`src/rtl/mux_n_1_reg.sv`:
```
// Registered N:1 multiplexer with valid/ready on both sides.
// Channel choice is either explicit (sel) or round-robin over valid inputs;
// the chosen beat lands in a single-entry output register.
module mux_n_1_reg #(
  parameter int unsigned WIDTH = 32,
  parameter int unsigned N     = 4,
  parameter int unsigned SEL_W = 2
) (
  input  logic               clk,
  input  logic               rst,
  input  logic               mode,
  input  logic [SEL_W-1:0]   sel,
  input  logic [N*WIDTH-1:0] in_data,
  input  logic [N-1:0]       in_valid,
  output logic [N-1:0]       in_ready,
  output logic [WIDTH-1:0]   out_data,
  output logic               out_valid,
  input  logic               out_ready,
  output logic [SEL_W-1:0]   out_ch
);

  logic             out_valid_q, out_valid_d;
  logic [WIDTH-1:0] out_data_q, out_data_d;
  logic [SEL_W-1:0] out_ch_q, out_ch_d;
  logic [SEL_W-1:0] last_q, last_d;

  logic             load_en;
  logic [SEL_W-1:0] grant;
  logic             grant_v;
  logic [SEL_W-1:0] rr_hi, rr_lo;
  logic             rr_hi_found, rr_lo_found;
  logic [WIDTH-1:0] grant_data;

  assign load_en = !out_valid_q || out_ready;

  // Round-robin search: lowest valid channel above last wins, else lowest at or below last.
  always_comb begin
    rr_hi       = '0;
    rr_lo       = '0;
    rr_hi_found = 1'b0;
    rr_lo_found = 1'b0;
    for (int i = int'(N) - 1; i >= 0; i--) begin
      if (in_valid[i]) begin
        if (SEL_W'(i) > last_q) begin
          rr_hi       = SEL_W'(i);
          rr_hi_found = 1'b1;
        end else begin
          rr_lo       = SEL_W'(i);
          rr_lo_found = 1'b1;
        end
      end
    end
  end

  // Grant selection; explicit select compares against each channel so sel >= N grants nothing.
  always_comb begin
    grant   = '0;
    grant_v = 1'b0;
    if (mode) begin
      grant   = rr_hi_found ? rr_hi : rr_lo;
      grant_v = rr_hi_found || rr_lo_found;
    end else begin
      grant = sel;
      for (int i = 0; i < int'(N); i++) begin
        if (sel == SEL_W'(i) && in_valid[i]) begin
          grant_v = 1'b1;
        end
      end
    end
  end

  // Per-channel ready and data pick; ready is forced low while reset is held.
  always_comb begin
    in_ready   = '0;
    grant_data = '0;
    for (int i = 0; i < int'(N); i++) begin
      if (grant == SEL_W'(i)) begin
        in_ready[i] = rst && load_en && grant_v;
        grant_data  = in_data[i*WIDTH +: WIDTH];
      end
    end
  end

  // Next-state for the output register and round-robin pointer.
  always_comb begin
    out_valid_d = out_valid_q;
    out_data_d  = out_data_q;
    out_ch_d    = out_ch_q;
    last_d      = last_q;
    if (load_en) begin
      if (grant_v) begin
        out_valid_d = 1'b1;
        out_data_d  = grant_data;
        out_ch_d    = grant;
        last_d      = grant;
      end else begin
        out_valid_d = 1'b0;
      end
    end
  end

  // State register; reset points last at N-1 so channel 0 is served first.
  always_ff @(posedge clk or negedge rst) begin
    if (!rst) begin
      out_valid_q <= 1'b0;
      out_data_q  <= '0;
      out_ch_q    <= '0;
      last_q      <= SEL_W'(N - 1);
    end else begin
      out_valid_q <= out_valid_d;
      out_data_q  <= out_data_d;
      out_ch_q    <= out_ch_d;
      last_q      <= last_d;
    end
  end

  assign out_valid = out_valid_q;
  assign out_data  = out_data_q;
  assign out_ch    = out_ch_q;

endmodule

```
`config.mk`:
```
export PLATFORM = sky130hd
export DESIGN_NAME = mux_n_1_reg
export DESIGN_NICKNAME = d
export VERILOG_FILES = /design/src/rtl/mux_n_1_reg.sv
export SDC_FILE = /design/constraint.sdc
export NUM_CORES = 1
export LEC_CHECK = 0
export ABC_AREA = 1
export CAP_MARGIN = 20
export CORE_ASPECT_RATIO = 0.7
export CORE_MARGIN = 2
export CORE_UTILIZATION = 35
export CTS_CLUSTER_DIAMETER = 120
export DETAILED_ROUTE_END_ITERATION = 8
export HOLD_SLACK_MARGIN = 0.15
export PLACE_DENSITY = 0.79
export SKIP_CTS_REPAIR_TIMING = 1
export SLEW_MARGIN = 25
export SYNTH_ARGS = -nofsm -noshare
export SYNTH_HDL_FRONTEND = slang
export SYNTH_SLANG_ARGS = --single-unit
```
`constraint.sdc`:
```
create_clock -name clk -period 1.6 [get_ports clk]
set_input_delay 0.16 -clock clk [delete_from_list [all_inputs] [get_ports clk]]
set_output_delay 0.16 -clock clk [all_outputs]
set_load 0.01 [all_outputs]
```
==> images/class_map.png <==
Scale: 4 px per µm. Fill, decap, tap and diode cells in gray.
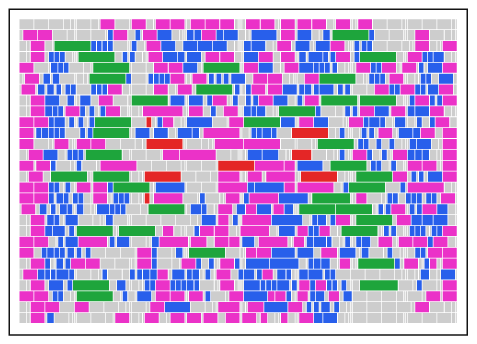
Key: magenta = remaining buffers and delay cells [cells 221, share of their area 43%]; blue = remaining logic cells [cells 370, share of their area 38%]; green = registers [cells 37, share of their area 17%]; red = clock drivers and dummy loads [cells 8, share of their area 2.6%]
number of standard-cell rows in the floorplan: 28
placeable core region: 8338 µm²
final design utilization: 67.96%
share of cell area taken by flip-flops and latches: 16.38%

==> images/floorplan.png <==
Scale: 3 px per µm. Pins as bars on the die edge.
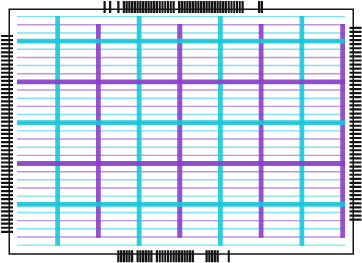
Key: cyan = VSS; purple = VDD
8 straps on met4. 177 signal pins sit on the boundary.

==> run summary <==
Implementation summary

The post-placement cell area is 4957 µm². The final RePlAce weighted congestion is between 0.8 and 0.9. In the Yosys report the total cell count is approximately 430.

Between clock sinks in the finished design, the worst skew comes to ~7.7 ps. The routed layout reports a DRC error count of 0. TritonCTS built the clock tree.

The largest net degree at the start of global routing is 67. The critical path arrival is ~1900 ps. The overall fraction of global-route tracks in use is a little over a fifth. Sequential cells were found to cover 31.24% of the synthesized design area. The critical path is of the reg -> out type. The post-DP HPWL is slightly above 8 mm.

The worst path in the final design needs a cycle of just over 2000 ps, including I/O delays and setup. The deepest clock path buffer count is 2. The final timing report lists a max-slew violation count of 0. The detailed router reported a total wirelength of 11.94 mm. The startpoint kind of the worst setup timing path is a flop.

The area of combinational cells with multiple inputs is between 1500 and 2000 µm². The layout has 710 filler cells. The average cell area after synthesis is between 6 and 7 µm². The run finished, with violations left.

After layout, the worst setup slack is -424.9 ps. The count of endpoints failing setup in the final report is approximately 40. The power per standard cell area is approximately 1000 nW/µm².

The total congestion overflow after global routing is 0. The kind of end point of the critical path is an output pin. The total clock buffers created by CTS is 5. The chip area is about 9000 µm². The checks that failed: negative setup slack. The routed via count is 3709.

The floorplan net count is approximately 570. The layout stage reports a final design area of ~5700 µm². For reference, the critical path is launched at last_q[0]. Of the post-synthesis cell area, the dominant cell type holds roughly 29%. The clock insertion delay at the later pin of the skew report is ~270 ps. The number of inserted diodes is 0.

The required time of the critical path is between 1000 and 1500 ps. Derived from the worst setup path, the maximum achievable clock frequency is a little under 500 MHz. The worst reg-to-reg path cell count is 12. The worst-case max-slew headroom was logged as between 60% and 70%. The pre-antenna-repair detailed-routing pass consisted of 4 iterations. The most common logic cell in the final layout is sky130_fd_sc_hd__clkdlybuf4s50_1.

The number of design-rule violations left by the first detailed-router iteration is roughly 150. The total of flip-flops plus latches after synthesis is 37. The registers of the reported paths see a clock transition of approximately 50 ps. The tree is rooted in a sky130_fd_sc_hd__clkbuf_16.

The number of warnings in the stage logs is 28. The final hold violation count recorded for this run is 0. The origin of the critical flop-to-flop path is last_q[0].

The final cycle utilization of the critical path is 126.6%. The number of placed instances, taps included is between 700 and 800. The startpoint of the worst hold path is out_data[24]. The area recorded from the Yosys report for this design is ~3000 µm². In this run the cell area of the synthesized design comes to 2972 µm². Sorting the Yosys area breakdown by cell type puts at the top sky130_fd_sc_hd__dfrtp_1. During I/O placement, the number of pins put on the boundary was around 180. The count of antenna-violating nets left after detailed routing is 0.

The CTS log lists the clock sinks for this run as 37. In the routed layout, each cell is associated on average with a via count of ~5. Along the worst path, the maximum fanout reaches 4. For reference, the top cells by area after synthesis are sky130_fd_sc_hd__dfrtp_1, sky130_fd_sc_hd__nand2_1, sky130_fd_sc_hd__nand3_2, sky130_fd_sc_hd__nor2_1, sky130_fd_sc_hd__nand3_1.
==> images/ff_map.png <==
Scale: 4 px per µm.
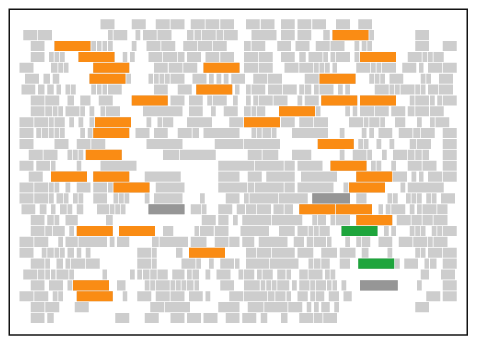
Key: orange = out_data [sequential cells 32]; green = out_ch [sequential cells 2]
Another 3 sequential cells are not colored.
P_seq: 1.43 mW
register area: 928.4 µm²

==> images/congestion_map.png <==
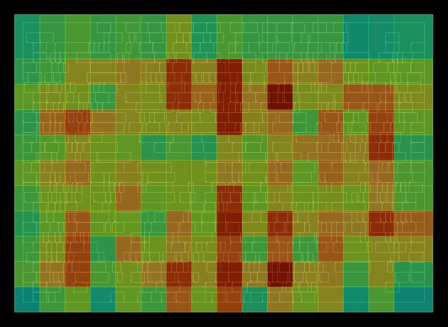
routed length per instance: 16.11 µm
global-route layer with the greatest usage: met2
met1 Track Usage GR: 26.97%

area by class of cell:
cell class / instances / share of cell area (%)
multi-input cells: 347 / 35.20
inverters: 23 / 1.656
well taps: 105 / 2.318
repair buffers: 221 / 41.86
clock buffers: 8 / 2.583
flip-flops and latches: 37 / 16.38
critical path: stages, from the launching register on:
cell	delay, ps
sky130_fd_sc_hd__dfstp_2	570
sky130_fd_sc_hd__buf_4	120
sky130_fd_sc_hd__inv_2	50
sky130_fd_sc_hd__a31oi_4	270
sky130_fd_sc_hd__buf_4	170
sky130_fd_sc_hd__a21oi_4	100
sky130_fd_sc_hd__nor3_4	170
sky130_fd_sc_hd__buf_2	150
how the worst max path moves through the flow:
stage          cells after the start           end  slack (ps)
2_1_floorplan                     11   out_data[0]         -90
3_3_place_gp                      10   in_ready[2]        -600
3_5_place_dp                      10   in_ready[2]        -670
4_1_cts                            9   in_ready[2]        -790
5_1_grt                           15  out_data[16]        -500
6_report                           7   in_ready[0]        -420
flip-flops by register name (all words and copies together) (netlist names):
register and flops:
last_q 2, out_ch 2, out_data 32, out_valid 1
cell usage after synthesis (all sizes together):
library cell,instances
nand2,155
nor3,3
o21ai,23
clkbuf,4
o2111ai,1
nor2,68
inv,23
a31oi,1
nand3b,10
buf,24
nand3,74
a21oi,8
nand4,2
o211ai,1
dfrtp,35
dfstp,2
where the power goes:
| part | total [mW] | switching (mW) | internal (mW) |
|---|---|---|---|
| registers | 1.43 | 0.178 | 1.25 |
| logic | 3.22 | 1.55 | 1.67 |
| clock network | 0.968 | 0.347 | 0.621 |
metal layers:
layer	part of all wire, %	GRT usage, %	wire (µm)	vias to the layer above
li1	-	-	-	1798
met1	43	26.97	5098	1730
met2	48	37.20	5691	163
met3	8.2	6.791	982	18
met4	1.4	6.098	168	0
met5	0	0	0	-
stage by stage:
step	hold slack (ps)	power (mW)
2_1_floorplan	-135.6	2.799
3_3_place_gp	320.9	4.065
3_5_place_dp	323.5	4.128
4_1_cts	32.43	5.116
5_1_grt	495.0	5.953
6_report	475.2	5.609
kinds of logic after synthesis:
logic type	synth area share [%]
flops	31.24
compound gates	7.748
buf+inv	9.684
simple gates	51.33
Power is estimated from default activity; no workload was simulated.
